--- src/rtl/mux4_rr_arbiter_pkg.sv ---
// mux4_rr_arbiter_pkg: shared types, sizes and round-robin search for the 4-way arbiter
package mux4_rr_arbiter_pkg;

    localparam int N_REQ  = 4;
    localparam int DW     = 4;
    localparam int HOLD_W = 4;

    typedef enum logic {IDLE = 1'b0, BUSY = 1'b1} state_t;

    // first requester found scanning start, start+1, ... modulo 4
    function automatic logic [1:0] rr_pick(input logic [N_REQ-1:0] req, input logic [1:0] start);
        logic [1:0] w;
        w = start;
        for (int i = N_REQ - 1; i >= 0; i--)
            if (req[start + 2'(i)]) w = start + 2'(i);
        return w;
    endfunction

    function automatic logic [N_REQ-1:0] to_onehot(input logic [1:0] idx);
        return N_REQ'(1) << idx;
    endfunction

endpackage

--- src/rtl/mux4_rr_arbiter_mux.sv ---
// mux4_rr_arbiter_mux: behavioural 4:1 data select
module mux4_rr_arbiter_mux
    import mux4_rr_arbiter_pkg::*;
(
    input  logic [DW-1:0] i0,
    input  logic [DW-1:0] i1,
    input  logic [DW-1:0] i2,
    input  logic [DW-1:0] i3,
    input  logic [1:0]    sel,
    output logic [DW-1:0] y
);

    // pick the word of the selected requester
    always_comb y = sel[1] ? (sel[0] ? i3 : i2) : (sel[0] ? i1 : i0);

endmodule

--- src/rtl/mux4_rr_arbiter.sv ---
// mux4_rr_arbiter: round-robin 4-requester arbiter with bounded hold and registered 4:1 datapath
module mux4_rr_arbiter
    import mux4_rr_arbiter_pkg::*;
#(
    parameter int MAX_HOLD = 4
) (
    input  logic             clk,
    input  logic             rst,
    input  logic [N_REQ-1:0] Req,
    input  logic [DW-1:0]    I0,
    input  logic [DW-1:0]    I1,
    input  logic [DW-1:0]    I2,
    input  logic [DW-1:0]    I3,
    output logic [N_REQ-1:0] Gnt,
    output logic [1:0]       Sel,
    output logic [DW-1:0]    Data_out,
    output logic             Valid_out
);

    state_t            state, state_n;
    logic [1:0]        ptr, ptr_n, sel_n, nxt;
    logic [N_REQ-1:0]  gnt_n, others;
    logic [DW-1:0]     data_n, mux_y;
    logic [HOLD_W-1:0] hold, hold_n;
    logic              valid_n;

    mux4_rr_arbiter_mux u_mux (
        .i0 (I0),
        .i1 (I1),
        .i2 (I2),
        .i3 (I3),
        .sel(Sel),
        .y  (mux_y)
    );

    // arbitration decisions: grant from idle, transfer, rotate at hold limit, release
    always_comb begin
        state_n = state;
        gnt_n   = Gnt;
        sel_n   = Sel;
        data_n  = Data_out;
        valid_n = 1'b0;
        ptr_n   = ptr;
        hold_n  = hold;
        nxt     = Sel + 2'd1;
        others  = Req & ~Gnt;
        if (state == IDLE) begin
            if (|Req) begin
                sel_n   = rr_pick(Req, ptr);
                gnt_n   = to_onehot(sel_n);
                hold_n  = '0;
                state_n = BUSY;
            end
        end else if (Req[Sel]) begin
            data_n  = mux_y;
            valid_n = 1'b1;
            hold_n  = hold + HOLD_W'(1);
            if (hold_n == HOLD_W'(MAX_HOLD)) begin
                hold_n = '0;
                if (|others) begin
                    sel_n = rr_pick(others, nxt);
                    gnt_n = to_onehot(sel_n);
                    ptr_n = nxt;
                end
            end
        end else begin
            ptr_n  = nxt;
            hold_n = '0;
            if (|Req) begin
                sel_n = rr_pick(Req, nxt);
                gnt_n = to_onehot(sel_n);
            end else begin
                gnt_n   = '0;
                state_n = IDLE;
            end
        end
    end

    // state, grant, pointer, hold counter and output registers
    always_ff @(posedge clk) begin
        if (rst) begin
            state     <= IDLE;
            Gnt       <= '0;
            Sel       <= '0;
            Data_out  <= '0;
            Valid_out <= 1'b0;
            ptr       <= '0;
            hold      <= '0;
        end else begin
            state     <= state_n;
            Gnt       <= gnt_n;
            Sel       <= sel_n;
            Data_out  <= data_n;
            Valid_out <= valid_n;
            ptr       <= ptr_n;
            hold      <= hold_n;
        end
    end

endmodule

--- config.mk ---
export PLATFORM = sky130hd
export DESIGN_NAME = mux4_rr_arbiter
export DESIGN_NICKNAME = d
export VERILOG_FILES = /design/src/rtl/mux4_rr_arbiter_pkg.sv /design/src/rtl/mux4_rr_arbiter_mux.sv /design/src/rtl/mux4_rr_arbiter.sv
export SDC_FILE = /design/constraint.sdc
export NUM_CORES = 1
export LEC_CHECK = 0
export CORE_UTILIZATION = 50
export CTS_CLUSTER_DIAMETER = 30
export CTS_CLUSTER_SIZE = 25
export DETAILED_ROUTE_END_ITERATION = 7
export PLACE_DENSITY_LB_ADDON = 0.2
export SETUP_SLACK_MARGIN = 0.15
export SYNTH_ARGS = -nofsm -noshare
export SYNTH_HDL_FRONTEND = slang
export SYNTH_HIERARCHICAL = 1
export SYNTH_SLANG_ARGS = --single-unit
--- constraint.sdc ---
create_clock -name clk -period 2.67 [get_ports clk]
set_input_delay 0.267 -clock clk [delete_from_list [all_inputs] [get_ports clk]]
set_output_delay 0.267 -clock clk [all_outputs]
set_load 0.005 [all_outputs]
==> reports/summary.txt, run 1 <==
Final Instance Area = 1900 um2
Routed wl met2 = 1880 um
Final tally of hold violations = 0
Tool Warnings = 27
I/O Pins = 33
Core Box Area = 2780 um2
Cts hold-fix bufs = 0
Hold/Removal Path Class = reg -> reg
Comb area share = 54.5%
Setup WS post-layout = 0.530 ns
Peak supply drop = 0.382 mV
FFs w/ async S/R, synth = 0%
Worst R2R Setup Slack = 0.53 ns
Hold slack = 0.459 ns
CTS resizes = 0
Outcome = finished clean
Layout cell share with drive strength beyond 1 = 12.3%
Cells on worst reg2reg path = 5
CTS root buffer = clkbuf_4
Met1 wire length = 1750 um
Avg Inst Size Synth = 8.43 um2
Syn Std Cell Area = 1480 um2
Logic area = 1040 um2
Fin Setup TNS = 0 ns
Commonest cells in the netlist = dfxtp_1 (18), a21oi_1 (16), nand2_1 (13), nor2_1 (13), nand2b_1 (8)
-- run 1: flip-flops by register name, summed over array words and instances, names as in the netlist --
register and cells:
Data_out 4, Gnt 4, hold 4, Sel 2, ptr 2, Valid_out 1, state 1
-- run 1: power by group --
group	total [W]	internal (W)	switching (W)
Clock	0.000175	0.0000833	0.0000914
Sequential	0.000343	0.000297	0.0000452
Combinational	0.000401	0.000213	0.000188
-- run 1: cell families after synthesis --
| group | synth area share, % |
|---|---|
| XOR/XNOR | 0.590 |
| AND/OR/NAND/NOR | 25.8 |
| AND-OR/OR-AND | 32.5 |
| adder cells (fa/ha/maj) | 1.69 |
| multiplexers | 9.27 |
| flip-flops | 24.3 |
| buffers and inverters | 5.82 |
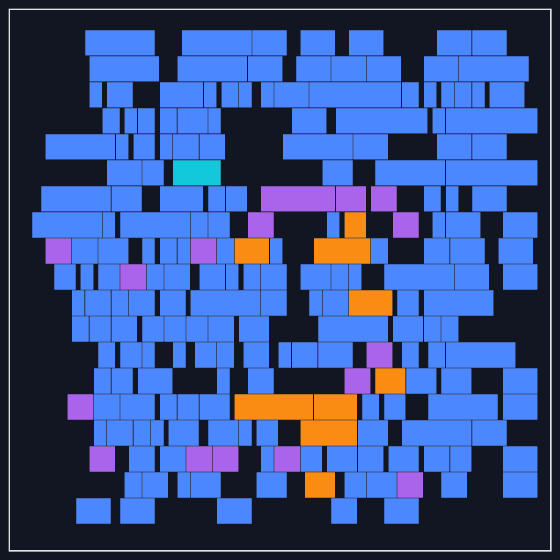
*Drive-strength map, run 1*
[blue] drive 1 or less | cells: 186 | share: 88%
[purple] drive 3 to 4 | cells: 16 | share: 7.5%
[cyan] drive 6 and up | cells: 1 | share: 0.47%
[orange] drive 2 | cells: 9 | share: 4.2%

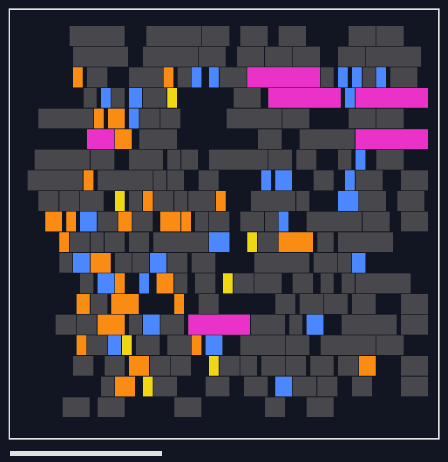
*Gate-type map, run 1*
Scale bar: 20 um.
[blue] NAND gates | cells: 27 | most used: nand2_1
[orange] NOR gates | cells: 27 | most used: nor2_1
[yellow] inverters | cells: 7 | most used: inv_1
[magenta] multiplexers | cells: 6 | most used: mux4_1

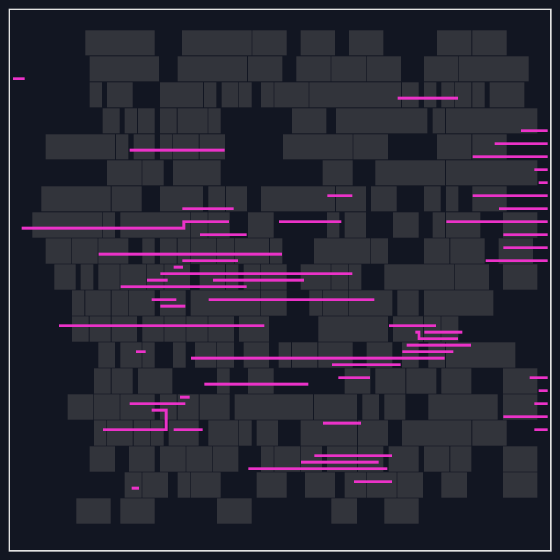
*The metal 3 layer, run 1*
longest straight run: 26.2 um
wire length on this layer: 360 um
share of all routed wire: 8.9%
Vias: 1596
Total Wirelength: 4050 um

### Track usage over the die, run 1

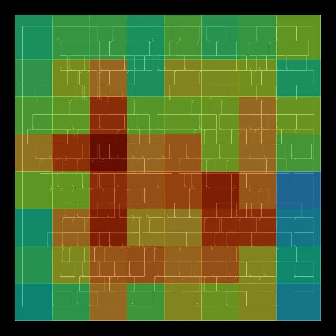

==> run 2: changes to the inputs <==
--- a/config.mk
+++ b/config.mk
@@ -5,7 +5,7 @@
 export SDC_FILE = /design/constraint.sdc
 export NUM_CORES = 1
 export LEC_CHECK = 0
-export CORE_UTILIZATION = 50
+export CORE_UTILIZATION = 45
 export CTS_CLUSTER_DIAMETER = 30
 export CTS_CLUSTER_SIZE = 25
 export DETAILED_ROUTE_END_ITERATION = 7
==> constraint.sdc (replaced) <==
create_clock -name clk -period 1.8 [get_ports clk]
set_input_delay 0.18 -clock clk [delete_from_list [all_inputs] [get_ports clk]]
set_output_delay 0.18 -clock clk [all_outputs]
set_load 0.005 [all_outputs]
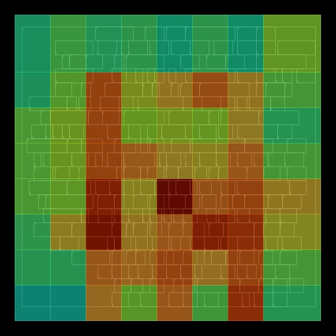
*Track usage over the die, run 2*
M2 GR Usage: 46.2%
WL/cell: 15.8 um
gr usage total: 27.3%
GR Util met1: 34.5%
grt met3 use: 5.02%

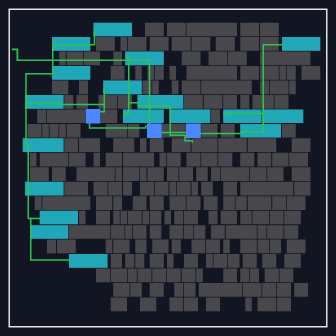
*Routed clock nets over the placement, run 2*
[green] clock wires | length: 224 um
[cyan] flip-flops | count: 18
[blue] cells driving clock nets | count: 3
routed clock nets: 4
clk latency late pin: 0.29 ns
clock power share: 16.1%

==> reports/summary.txt, run 2 <==
Compound Share, Synth = 32.5% (unchanged)
Combinational power share = 51.3% (+7.6 points)
Commonest cells in the netlist = dfxtp_1 (18), a21oi_1 (16), nand2_1 (13), nor2_1 (13), nand2b_1 (8)
GR Overflow Total = 0
IO buf count = 32
CTS resizes = 23 (+23)
Total Wirelength = 4510 um (+11%)
Outcome = finished, violations left
Cts hold-fix bufs = 0 (unchanged)
Syn Std Cell Area = 1480 um2 (unchanged)
Failing checks = setup timing
P_int = 0.00100 W (+68%)
I/O Pins = 33 (unchanged)
Final tally of hold violations = 0 (unchanged)
Vias = 1704 (+6.8%)
Synth warnings = 6
Simple-Gate Fraction of Synth Area = 25.8% (unchanged)
Switching Fraction = 34.3% (-1.1 points)
CP Class = reg -> reg
XORs/XNORs by Area = 0.590% (unchanged)
CTS tree = built
Avg Inst Size Synth = 8.43 um2 (unchanged)
CTS root buffer = clkbuf_4
Final Instance Area = 2270 um2 (+19%)
Setup WS post-layout = -0.00372 ns (-0.534 ns)
Reg power frac = 32.6% (-4.7 points)
Routed wl met2 = 2300 um (+22%)
FFs w/ async S/R, synth = 0% (unchanged)
Logic area = 1130 um2 (+9.2%)
Tool Warnings = 30 (+11%)
Hold/Removal Path Class = reg -> reg
Fa+ha+maj area frac = 1.69% (unchanged)
CP Capture Type = register
Peak supply drop = 0.494 mV (+29%)
Comb area leader = AND-OR/OR-AND gates
Layout cell share with drive strength beyond 1 = 32.6% (+20 points)
MUX area fraction = 9.27% (unchanged)
# setup viols final = 1
Sw power = 0.000521 W (+61%)
Pwr Total = 0.00152 W
Hold slack = 0.458 ns (-0.000632 ns)
run 2: power by group through the flow:
stage	registers (W)	logic (W)	clock network, W
3_3_place_gp	0.000502	0.000676	0
4_1_cts	0.000495	0.000753	0.000255
3_5_place_dp	0.000504	0.000694	0
5_1_grt	0.000501	0.000837	0.000272
6_report	0.000496	0.000781	0.000245
2_1_floorplan	0.000494	0.000388	0
run 2: final timing paths:
| path | from | endpoint | slack [ns] | cells past startpoint |
|---|---|---|---|---|
| worst max register to register | Gnt[3] | Gnt[3] | -0.004 | 7 |
| worst min register to register | Data_out[3] | Data_out[3] | 0.46 | 2 |
| worst max-delay path | Gnt[3] | Gnt[3] | -0.004 | 7 |
| worst min-delay path | Data_out[3] | Data_out[3] | 0.46 | 2 |
### Gate-type map, run 2

Scale bar: 20 um.
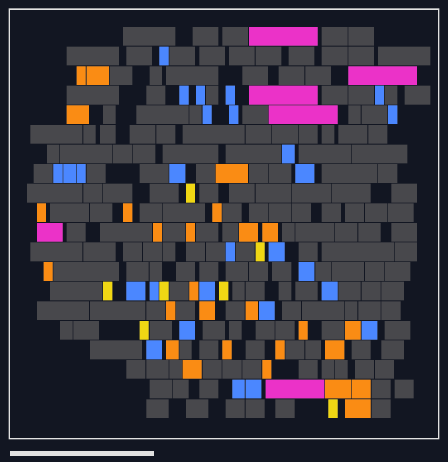

==> run 3: changes to the inputs <==
--- a/config.mk
+++ b/config.mk
@@ -5,7 +5,8 @@
 export SDC_FILE = /design/constraint.sdc
 export NUM_CORES = 1
 export LEC_CHECK = 0
-export CORE_UTILIZATION = 45
+export CORE_MARGIN = 8
+export CORE_UTILIZATION = 54
 export CTS_CLUSTER_DIAMETER = 30
 export CTS_CLUSTER_SIZE = 25
 export DETAILED_ROUTE_END_ITERATION = 7
==> constraint.sdc (replaced) <==
create_clock -name clk -period 2.1 [get_ports clk]
set_input_delay 0.21 -clock clk [delete_from_list [all_inputs] [get_ports clk]]
set_output_delay 0.21 -clock clk [all_outputs]
set_load 0.005 [all_outputs]
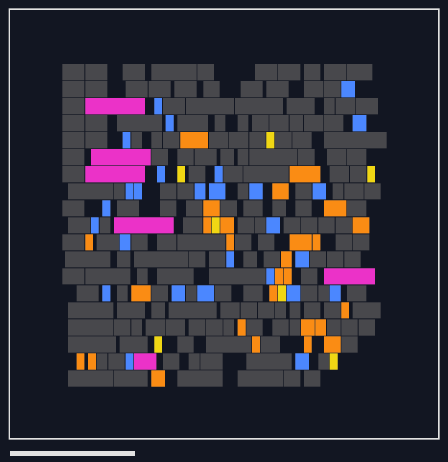
*Gate-type map, run 3*
Scale bar: 20 um.
Commonest Layout Cell: buf_4
non-filler cells, final: 270
Comb area share: 49.0%

==> reports/summary.txt, run 3 <==
CTS root buffer = clkbuf_4
Avg Inst Size Synth = 8.43 um2 (unchanged)
CTS tree = built
Hold/Removal Path Class = reg -> reg
Hold depth = 2 (unchanged)
FFs w/ async S/R, synth = 0% (unchanged)
Setup WS post-layout = 0.133 ns (+0.136 ns)
Tool Warnings = 28 (-6.7%)
End of the critical path = Gnt[3]
Hold slack = 0.475 ns (+0.0172 ns)
Compound Share, Synth = 32.5% (unchanged)
WL/cell = 18.0 um (+14%)
# setup viols final = 0 (-1)
R2R Path End = Gnt[3]
Grt met3 use = 4.42% (-0.60 points)
Commonest cells in the netlist = dfxtp_1 (18), a21oi_1 (16), nand2_1 (13), nor2_1 (13), nand2b_1 (8)
Cells on worst reg2reg path = 6 (-1)
HP Start = Data_out[2]
Pwr Total = 0.00129 W (-15%)
Simple-Gate Fraction of Synth Area = 25.8% (unchanged)
Min-Delay Endpoint = Data_out[2]
Crit path launch = Req[1]
M2 GR Usage = 36.8% (-9.4 points)
Outcome = finished clean
GR Overflow Total = 0 (unchanged)
Comb area leader = AND-OR/OR-AND gates
Syn Std Cell Area = 1480 um2 (unchanged)
Final tally of hold violations = 0 (unchanged)
Gr usage total = 20.5% (-6.8 points)
CP Class = in -> reg
GR Util met1 = 23.6% (-11 points)
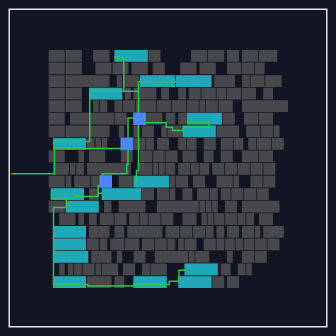
*Routed clock nets over the placement, run 3*
Clock Skew: 0.0129 ns
clock power share: 16.7%

## run 3: cell counts after synthesis
Identical to the previous run, type by type.
## run 3: timing repair
action,CTS,global route
pin swaps,0,3
buffers inserted,0,5
endpoints found under the setup margin,8,8
gates cloned,0,1
gates resized,4,12
## run 3: power by group
part	total (W)	switching, W	internal, W
clock	0.000215	0.000109	0.000106
combinational	0.000633	0.000279	0.000354
sequential	0.000442	0.0000593	0.000382
total	0.00129	0.000448	0.000842
## run 3: logic make-up after synthesis
| family | after synthesis |
|---|---|
| compound gates | 64 |
| xor+xnor | 1 |
| fa+ha+maj | 2 |
| buf+inv | 18 |
| flops | 18 |
| mux | 6 |
| simple gates | 67 |
Power and IR drop assume default switching activity.
